## src/rtl/schoolbook_pkg.sv

```systemverilog
// Shared types and helpers for the digit-serial schoolbook multiplier.
// Optional feature macro: SCHOOLBOOK_GF2_EN (carry-less mode port on the top).
package schoolbook_pkg;

    // Controller states; IDLE and DONE both accept a new start.
    typedef enum logic [1:0] {
        IDLE = 2'd0,
        RUN  = 2'd1,
        DONE = 2'd2
    } state_e;

    // Multiplication mode encoding as carried through the datapath.
    localparam logic MODE_INT = 1'b0;
    localparam logic MODE_GF2 = 1'b1;

    // Number of DIGIT-wide slices needed to cover a w-bit operand.
    function automatic int ceil_div(input int n, input int d);
        return (n + d - 1) / d;
    endfunction

    // Counter width able to hold the value ndig (the counter stops there).
    function automatic int cnt_width(input int ndig);
        return (ndig < 1) ? 1 : $clog2(ndig + 1);
    endfunction

endpackage

```

## src/rtl/schoolbook_digit_pp.sv

```systemverilog
// A_W x DIGIT partial product: integer product or carry-less (GF(2)[x]) product.
// Optional feature macro: SCHOOLBOOK_GF2_EN (selects whether mode_i is ever driven to GF2).
module schoolbook_digit_pp
    import schoolbook_pkg::*;
#(
    parameter int A_W   = 163,
    parameter int DIGIT = 4
) (
    input  logic [A_W-1:0]       a_i,
    input  logic [DIGIT-1:0]     d_i,
    input  logic                 mode_i,
    output logic [A_W+DIGIT-1:0] pp_o
);

    localparam int PP_W = A_W + DIGIT;

    logic [PP_W-1:0] int_pp;
    logic [PP_W-1:0] clmul_pp;

    // Ordinary integer product of the multiplicand and one digit.
    always_comb begin
        int_pp = PP_W'(a_i) * PP_W'(d_i);
    end

    // Carry-less product: XOR of shifted copies of a for every set digit bit.
    always_comb begin
        clmul_pp = '0;
        for (int j = 0; j < DIGIT; j++) begin
            if (d_i[j]) begin
                clmul_pp = clmul_pp ^ (PP_W'(a_i) << j);
            end
        end
    end

    assign pp_o = (mode_i == MODE_GF2) ? clmul_pp : int_pp;

endmodule

```

## src/rtl/schoolbook_serial.sv

```systemverilog
// Digit-serial schoolbook multiplier: c = a * b, DIGIT bits of b per cycle.
// Optional feature macro: SCHOOLBOOK_GF2_EN adds input 'mode' (0 = integer,
// 1 = carry-less GF(2)[x] product); without it only integer products exist.
//
// Handshake: a request is accepted on a rising edge where start=1 and ready=1.
// ready is high in IDLE and DONE, low while RUN scans digits. done is a
// one-cycle pulse (the DONE state) meaning c holds a new product; c is only
// rewritten at completion edges. start while ready=0 is ignored.
module schoolbook_serial
    import schoolbook_pkg::*;
#(
    parameter int A_W   = 163,
    parameter int B_W   = 163,
    parameter int DIGIT = 4
) (
    input  logic               clk,
    input  logic               rst,
    input  logic               start,
    input  logic [A_W-1:0]     a,
    input  logic [B_W-1:0]     b,
`ifdef SCHOOLBOOK_GF2_EN
    input  logic               mode,
`endif
    output logic               ready,
    output logic               done,
    output logic [A_W+B_W-1:0] c,
    output logic [1:0]         dbg_state_o
);

    localparam int NDIG = ceil_div(B_W, DIGIT);
    localparam int BX_W = NDIG * DIGIT;
    localparam int CW   = cnt_width(NDIG);
    localparam int P_W  = A_W + B_W;
    localparam logic [CW-1:0] LAST = CW'(NDIG - 1);

    state_e             state_q, state_d;
    logic [A_W-1:0]     a_q, a_d;
    logic [BX_W-1:0]    b_q, b_d;
    logic               mode_q, mode_d;
    logic [P_W-1:0]     acc_q, acc_d;
    logic [CW-1:0]      cnt_q, cnt_d;
    logic [P_W-1:0]     c_q, c_d;

    logic               mode_in;
    logic [A_W+DIGIT-1:0] pp;
    logic [P_W-1:0]     pp_sh;
    logic [P_W-1:0]     acc_sum;
    logic [31:0]        shamt;

`ifdef SCHOOLBOOK_GF2_EN
    assign mode_in = mode;
`else
    assign mode_in = MODE_INT;
`endif

    // b_q is shifted down each RUN cycle, so the current digit is always its low slice.
    schoolbook_digit_pp #(
        .A_W   (A_W),
        .DIGIT (DIGIT)
    ) u_pp (
        .a_i    (a_q),
        .d_i    (b_q[DIGIT-1:0]),
        .mode_i (mode_q),
        .pp_o   (pp)
    );

    assign shamt = 32'(cnt_q) * 32'(DIGIT);

    // Align the partial product to its digit position and fold it into the accumulator.
    always_comb begin
        pp_sh   = P_W'(pp) << shamt;
        acc_sum = (mode_q == MODE_GF2) ? (acc_q ^ pp_sh) : (acc_q + pp_sh);
    end

    // Next-state logic for the controller, counter and datapath registers.
    always_comb begin
        state_d = state_q;
        a_d     = a_q;
        b_d     = b_q;
        mode_d  = mode_q;
        acc_d   = acc_q;
        cnt_d   = cnt_q;
        c_d     = c_q;
        case (state_q)
            IDLE, DONE: begin
                if (start) begin
                    state_d = RUN;
                    a_d     = a;
                    b_d     = BX_W'(b);
                    mode_d  = mode_in;
                    acc_d   = '0;
                    cnt_d   = '0;
                end else if (state_q == DONE) begin
                    state_d = IDLE;
                end
            end
            RUN: begin
                acc_d = acc_sum;
                b_d   = b_q >> DIGIT;
                cnt_d = cnt_q + CW'(1);
                if (cnt_q == LAST) begin
                    state_d = DONE;
                    c_d     = acc_sum;
                end
            end
            default: begin
                state_d = IDLE;
            end
        endcase
    end

    // State and datapath registers; reset aborts any running operation.
    always_ff @(posedge clk or negedge rst) begin
        if (!rst) begin
            state_q <= IDLE;
            a_q     <= '0;
            b_q     <= '0;
            mode_q  <= MODE_INT;
            acc_q   <= '0;
            cnt_q   <= '0;
            c_q     <= '0;
        end else begin
            state_q <= state_d;
            a_q     <= a_d;
            b_q     <= b_d;
            mode_q  <= mode_d;
            acc_q   <= acc_d;
            cnt_q   <= cnt_d;
            c_q     <= c_d;
        end
    end

    assign ready       = (state_q != RUN);
    assign done        = (state_q == DONE);
    assign c           = c_q;
    assign dbg_state_o = state_q;

endmodule

```

## config.mk

```make
export PLATFORM = sky130hd
export DESIGN_NAME = schoolbook_serial
export DESIGN_NICKNAME = d
export VERILOG_FILES = /design/src/rtl/schoolbook_pkg.sv /design/src/rtl/schoolbook_digit_pp.sv /design/src/rtl/schoolbook_serial.sv
export SDC_FILE = /design/constraint.sdc
export NUM_CORES = 2
export LEC_CHECK = 0
export CAP_MARGIN = 20
export CORE_MARGIN = 5
export CORE_UTILIZATION = 50
export CTS_BUF_LIST = sky130_fd_sc_hd__clkbuf_4
export CTS_CLUSTER_DIAMETER = 50
export DETAILED_ROUTE_END_ITERATION = 10
export PLACE_DENSITY = 0.79
export SYNTH_ARGS = -nofsm -noshare
export SYNTH_HDL_FRONTEND = slang
export SYNTH_SLANG_ARGS = --single-unit
export TNS_END_PERCENT = 5
```

## constraint.sdc

```tcl
create_clock -name clk -period 9.71 [get_ports clk]
set_input_delay 1.942 -clock clk [delete_from_list [all_inputs] [get_ports clk]]
set_output_delay 1.942 -clock clk [all_outputs]
set_load 0.02 [all_outputs]
```

==> images/m1.png <==
Supply wires on this layer in gray.
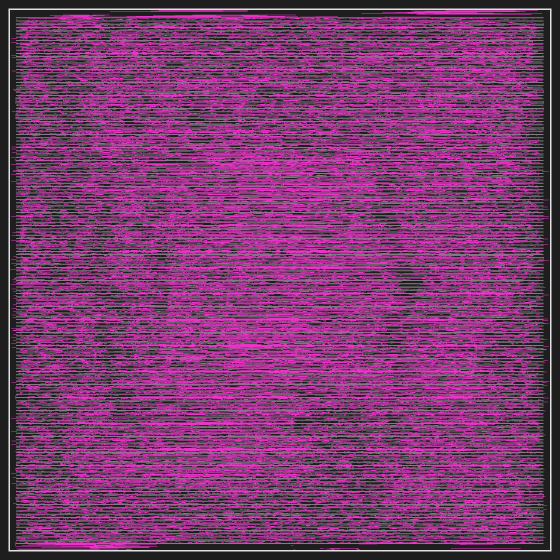
nets with wire on the layer	17833
longest straight run	136 um

==> images/floorplan.png <==
Pins as bars on the die edge.
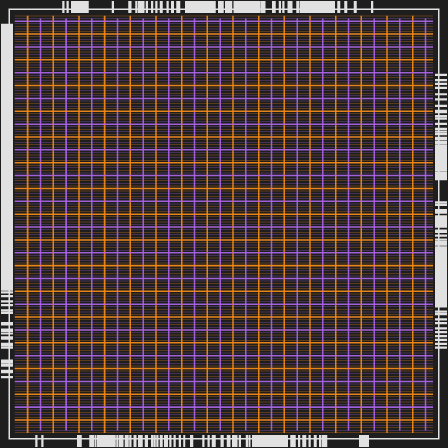
net	color
VDD	purple
VSS	orange
rows	162
met4 straps	32
met1 rails	163
signal pins	659
met5 straps	32
Chip Height: 452.5 um
Die W: 452.5 um

==> images/ff_map.png <==
Other sequential cells in the stronger gray, the rest of the logic in the fainter gray.
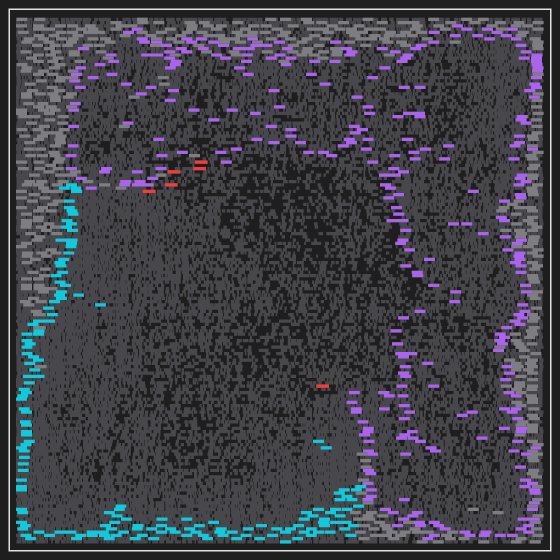
signal	color	flops
`acc_q`	purple	326
`a_q`	cyan	163
`cnt_q`	red	6
not colored	491
Util after Layout: 0.7459
flop share of the area: 0.1701

==> images/clock_nets.png <==
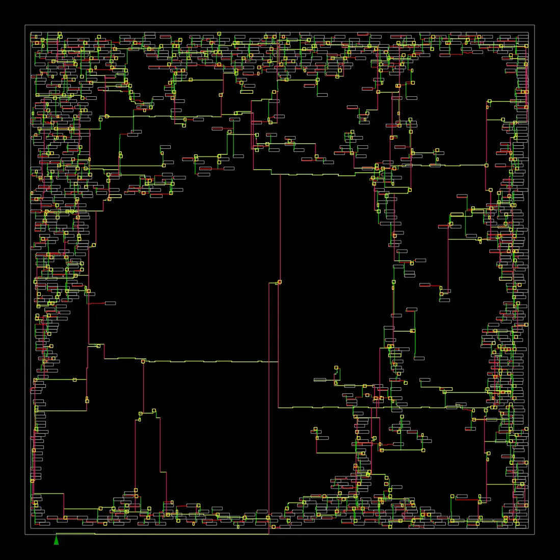
flip-flops: 986
Clock Skew: 0.1697 ns
TritonCTS Buffers: 284
clock buffers: 372

==> results.tsv <==
metric	value	unit
status	finished with violations	
violations	setup timing	
wl_met2	210.5	mm
viasPerCell	5.932	
grt_max_degree	189	
rr_endpoint	acc_q[309]	
syn_to_final_growth	48.40	%
ys_cells	13190	
gr-total-overflow	0	
maxCapViolCount	0	
fmax	87.65	MHz
cts.clk_slew.worst_paths	0.07	ns
wl_per_cell	24.66	um
cts_tree	yes	
cts.sinks	986	
syn-instance-count	13190	
gp_congestion	1.158	
arrival	12.71	ns
ctsResizeCount	323	
top_cell_area_share	0.2520	
vias	121700	
critPathTopFamily	AND-OR/OR-AND gates	
fill_cells	14970	
r2r_slack	-1.70	ns
ioPinCount	659	
ant_nets	0	
layout_top_cell	buf_4	
worst_pin_slew	1.073	ns
cts_hold_buf	0	
syn_avg_cell_area	7.422	um2
holdPathStages	2	
crit_required	11.01	ns
top_cells_by_count	nand2_1, a21oi_1, dfrtp_1	
hold_class	register to register	
first_iter_violations	14880	
track_usage	0.4727	
synth.distinct_cells	104	
globalRoute.busiestLayer	met2	
drv_slew	0	
whs	0.4545	ns
path_depth	54	
rsz0062_at_grt	true	
dp_cells	19950	
io_buffers	658	
cp_common_cell	buf_4	
seq_area_frac_synth	0.2520	
synth-edff-count	0	
place_area	0.1376	mm2
clk_latency	1.47	ns
syn-num-nets	14340	
async_reset_ff_frac	1.000	
slowest_delay	0.54	ns
slew_headroom	0.2640	
cts-root-buf	clkbuf_4	
cts_setup_buffers	40	
flop_cell	dfrtp_1	
crit_buf_inv	12	
top_area_cell	dfrtp_1	
slowest_stage	dfrtp_4	
yosys.cell_count.top_type	nand2_1	
grtUsageMet3	0.1385	
tool_warnings	69	
critPathCaptureType	register	
whs_endpoint	b_q[66]	
crit_fanout	13	
core_area	0.1948	mm2
drc	0	
fp_util	0.5026	
antenna_found_initial	52	
layout_setup_ws	-1.698	ns
die_area	0.2048	mm2
cts-htree-levels	5	
synth_warnings	0	
drtPass1Iterations	9	
grtUsageMet1	0.6012	
fin_setup_tns	-333.49	ns
setup_violations	412	
drt-total-wl	506.0	mm
fin_nets	18850	
hold_violations	0	
finalCriticalPeriod	11.41	ns
wl_met1	193.6	mm
wl_met3	59.34	mm
reg2reg_depth	54	
period_used_share	1.175	
num_rows	162	
clock_path_buffers	4	
top_layer_used	met5	
start_kind	register	
ys.flops	986	
worstReg2RegStart	b_q[3]	
yosysChipArea	0.09791	mm2
grt_util_met2	0.6993	
drive_gt1_frac	0.3115	
grt_pass1_wl	735.1	mm
path_class	register to register	
grt_pass1_vias	117800	
netlist_area	0.09791	mm2
final_cells	20520	
worst_hold_startpoint	b_q[70]	
mostFrequentLayoutCells	buf_4, nand2_1, a21oi_1	
hpwl	408.9	mm
stdcell_area	0.1453	mm2
synth.area.top_cells	dfrtp_1, nand2_1, fa_1	
final cells by class:
type / count / area [um2] / area share
clock inverter: 89 / 575.6 / 0.003961
multi-input combinational: 10550 / 70390 / 0.4844
timing repair buffer: 5053 / 40360 / 0.2778
tap: 2624 / 3283 / 0.02260
inverter: 830 / 3134 / 0.02157
clock buffer: 372 / 2793 / 0.01922
antenna: 19 / 47.55 / 0.0003272
sequential: 986 / 24710 / 0.1701
worst max-delay path by stage:
stage,from,to
CTS,b_q[2],c[324]
detailed placement,b_q[3],c[318]
finish,b_q[3],acc_q[309]
global placement,b_q[3],acc_q[310]
floorplan,b_q[3],acc_q[309]
global route,b_q[3],c[285]
registers in the layout, summed over array words and instances, names as in the netlist:
name / flops
c: 326
b_q: 163
a_q: 163
cnt_q: 6
acc_q: 326
dbg_state_o: 2
metrics by stage:
step | utilization | setup WS, ns
floorplan | - | 0.01088
global route | 0.7458 | -1.972
CTS | 0.7327 | -1.366
finish | 0.7459 | -1.698
detailed placement | 0.7066 | -2.805
global placement | 0.7066 | -2.709
logic make-up after synthesis:
family / count (synthesis) / synth area share
fa+ha+maj: 822 / 0.1298
compound gates: 3669 / 0.2409
simple gates: 5235 / 0.2336
mux: 337 / 0.03656
flops: 986 / 0.2520
xor+xnor: 485 / 0.04339
buf+inv: 1657 / 0.06381
worst reg2reg max path: cells and delay by family (launching register included):
family                   cells  cell delay (ns)
flip-flops                   1             0.54
multiplexers                 2             0.36
XOR/XNOR                     2             0.39
buffers and inverters       12             1.74
AND/OR/NAND/NOR              9             1.69
AND-OR/OR-AND               25             4.98
adder cells (fa/ha/maj)      4             1.72
